**src/rtl/bcd_adder_4digits.sv**
```systemverilog
// bcd_adder_4digits: 4-digit packed-BCD adder, carry in/out, 1-cycle latency.
// Ports: clk, rst_n (async, active low), a/b (16-bit packed BCD),
//   cin, in_valid -> sum (16-bit BCD), cout, out_valid (all registered).
// Optional: define BCD_ERR_CHECK_EN to add err, which flags any nibble > 9
//   in a or b on accept.
module bcd_adder_4digits (
  input  logic        clk,
  input  logic        rst_n,
  input  logic [15:0] a,
  input  logic [15:0] b,
  input  logic        cin,
  input  logic        in_valid,
  output logic [15:0] sum,
  output logic        cout,
  output logic        out_valid
`ifdef BCD_ERR_CHECK_EN
  ,
  output logic        err
`endif
);

  logic [4:0]  c;
  logic [4:0]  t [4];
  logic [15:0] d;

  assign c[0] = cin;

  // Each digit: binary add, then +6 when above 9.
  // The carry ripples to the next digit.
  for (genvar i = 0; i < 4; i++) begin : g_dig
    assign t[i] = {1'b0, a[4*i+3:4*i]}
                + {1'b0, b[4*i+3:4*i]}
                + {4'b0, c[i]};
    assign c[i+1] = (t[i] > 5'd9);
    assign d[4*i+3:4*i] = c[i+1]
                        ? t[i][3:0] + 4'd6
                        : t[i][3:0];
  end

`ifdef BCD_ERR_CHECK_EN
  logic [7:0] nib_bad;

  for (genvar i = 0; i < 4; i++) begin : g_chk
    assign nib_bad[i]   = (a[4*i+3:4*i] > 4'd9);
    assign nib_bad[i+4] = (b[4*i+3:4*i] > 4'd9);
  end
`endif

  always_ff @(posedge clk or negedge rst_n) begin
    if (!rst_n) begin
      sum       <= 16'h0000;
      cout      <= 1'b0;
      out_valid <= 1'b0;
`ifdef BCD_ERR_CHECK_EN
      err       <= 1'b0;
`endif
    end else begin
      out_valid <= in_valid;
      if (in_valid) begin
        sum  <= d;
        cout <= c[4];
`ifdef BCD_ERR_CHECK_EN
        err  <= |nib_bad;
`endif
      end
    end
  end

endmodule

```
**config.mk**
```make
export PLATFORM = sky130hd
export DESIGN_NAME = bcd_adder_4digits
export DESIGN_NICKNAME = d
export VERILOG_FILES = /design/src/rtl/bcd_adder_4digits.sv
export SDC_FILE = /design/constraint.sdc
export NUM_CORES = 1
export LEC_CHECK = 0
export ABC_AREA = 1
export CORE_ASPECT_RATIO = 0.6
export CORE_MARGIN = 2
export CORE_UTILIZATION = 50
export CTS_BUF_LIST = sky130_fd_sc_hd__clkbuf_4
export DETAILED_ROUTE_END_ITERATION = 16
export GPL_TIMING_DRIVEN = 0
export PLACE_DENSITY = 0.87
export SYNTH_ARGS = -nofsm -noshare
export SYNTH_HDL_FRONTEND = slang
export SYNTH_SLANG_ARGS = --single-unit
```
**constraint.sdc**
```tcl
create_clock -name clk -period 1.9 [get_ports clk]
set_clock_uncertainty 0.05 [all_clocks]
set_input_delay 0.38 -clock clk [delete_from_list [all_inputs] [get_ports clk]]
set_output_delay 0.38 -clock clk [all_outputs]
set_load 0.1 [all_outputs]
```
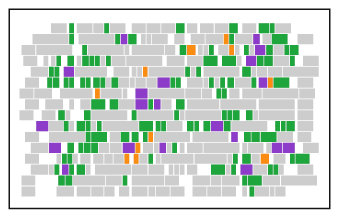
Fig. 1. Gate families picked out (run 1).
(4 px per um)
legend:
  nand cells:
    color: green
    cells: 111
    where: all over the die
  aoi and oai cells:
    color: purple
    cells: 20
  nor cells:
    color: orange
    cells: 11

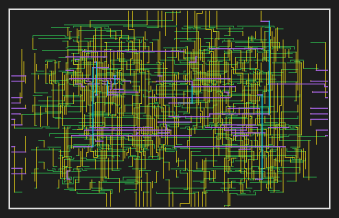
Fig. 2. Signal wires by layer (run 1).
(4 px per um)
legend:
  M2:
    color: yellow
    wire_length: 2610 um
  M3:
    color: purple
    wire_length: 433 um
  M1:
    color: green
    wire_length: 2250 um
  M4:
    color: cyan
    wire_length: 81.6 um

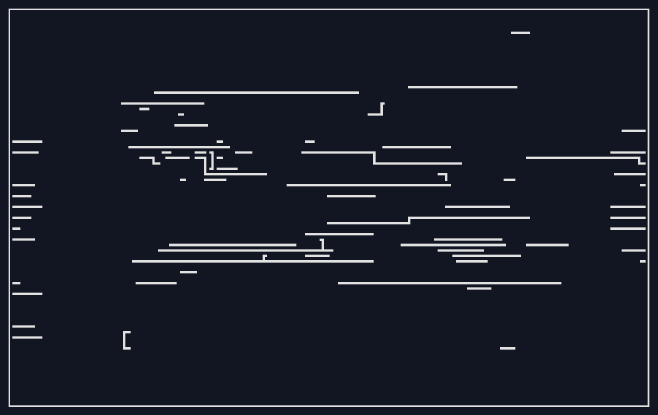
Fig. 3. M3 wires (run 1).
(8 px per um)
share of all routed wire: 8.1%
main direction: horizontal
nets with wire on the layer: 60
wire length on this layer: 433 um

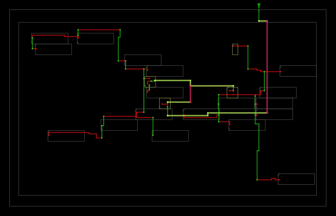
Fig. 4. The clock network (run 1).
CTS Sinks: 18
# clk buffers: 3
TritonCTS Buffers: 3

==> qor.txt, run 1 <==
WL met1: 2250 um
Die Ht: 49.4 um
YS chip area: 0.00172 mm^2
GR Util met1: 32.2%
Critical path startpoint: cin
Net switching power: 1.67 mW
Met2 GRT Util: 43.6%
Fa+ha+maj area frac: 23.1%
Detailed Route WL: 5370 um
Clock transition at path regs: 0.12 ns
Layer with the highest usage: met2
Fin worst setup slack: -4.79 ns
Seq share, synth: 26.2%
Setup violations, final: 16
Leading power group: combinational logic
Final hold vios: 0
Violated checks: negative setup slack
Seq area share: 16.0%
Yosys top cell by area: dfrtp_1
Final hold slack: 0.442 ns
Tool warnings: 32
Global-route wire length before repair: 7670 um
Status: finished, violations left
Top Family by Delay on Critical Path: adder cells
Sequential share of power: 18.3%
Yosys cell count: 238
Clock buffer depth: 2
==> inputs of run 2 (changes only) <==
--- a/constraint.sdc
+++ b/constraint.sdc
@@ -4,2 +4,2 @@
 set_output_delay 0.38 -clock clk [all_outputs]
-set_load 0.1 [all_outputs]
+set_load 0.05 [all_outputs]
==> run 2 against run 1 <==
- the run still ends with negative setup slack left
- clock-buffer cell count unchanged
- hold slack got worse by 0.0014 ns
- die size is the same
- final area down 0.84%
- via count shrank 3.6%
- final cell count is 0.27% lower
- highest routed layer unchanged
==> qor.txt, run 2 <==
Fin worst setup slack: -4.75 ns (+0.0409 ns)
Status: finished, violations left
Met2 GRT Util: 45.0% (+1.4 points)
Fa+ha+maj area frac: 23.1% (unchanged)
Yosys cell count: 238 (unchanged)
Tool warnings: 32 (unchanged)
Layer with the highest usage: met2
YS chip area: 0.00172 mm^2 (unchanged)
Global-route wire length before repair: 7710 um (+0.64%)
Violated checks: negative setup slack
Total power: 2.54 mW
Clock buffer depth: 2 (unchanged)
WL met1: 2190 um (-2.6%)
TritonCTS Buffers: 3 (unchanged)
GR Util met1: 31.9% (-0.23 points)
Die Ht: 49.4 um (unchanged)
Final hold vios: 0 (unchanged)
Sequential share of power: 21.2% (+2.9 points)
Yosys top cell by area: dfrtp_1
Top Family by Delay on Critical Path: adder cells
Final hold slack: 0.441 ns (-0.00137 ns)
Critical path startpoint: cin
Setup violations, final: 16 (unchanged)
Detailed Route WL: 5190 um (-3.3%)
# clk buffers: 3 (unchanged)
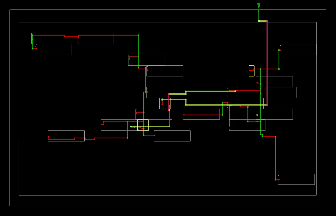
Fig. 5. The clock network (run 2).
flop count: 18
Latency at later pin: 0.30 ns
P_clk: 0.215 mW

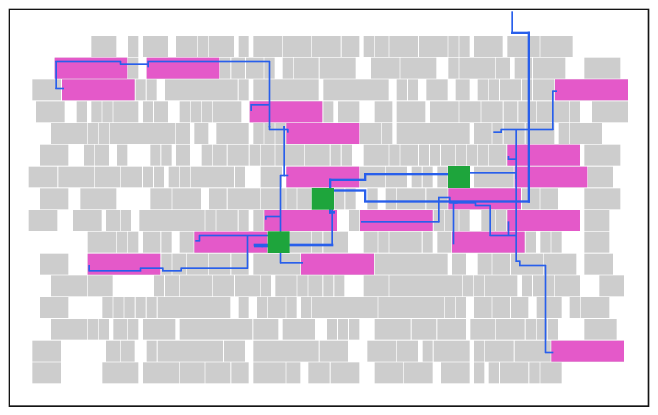
Fig. 6. Clock network drawn from the DEF (run 2).
(8 px per um)
legend:
  flip-flops:
    color: magenta
    count: 18
  clock-net drivers:
    color: green
    count: 3
  clock wires:
    color: blue
    length: 289 um
routed clock nets: 4

No activity file was given, so power comes from the tool's default toggle rates.
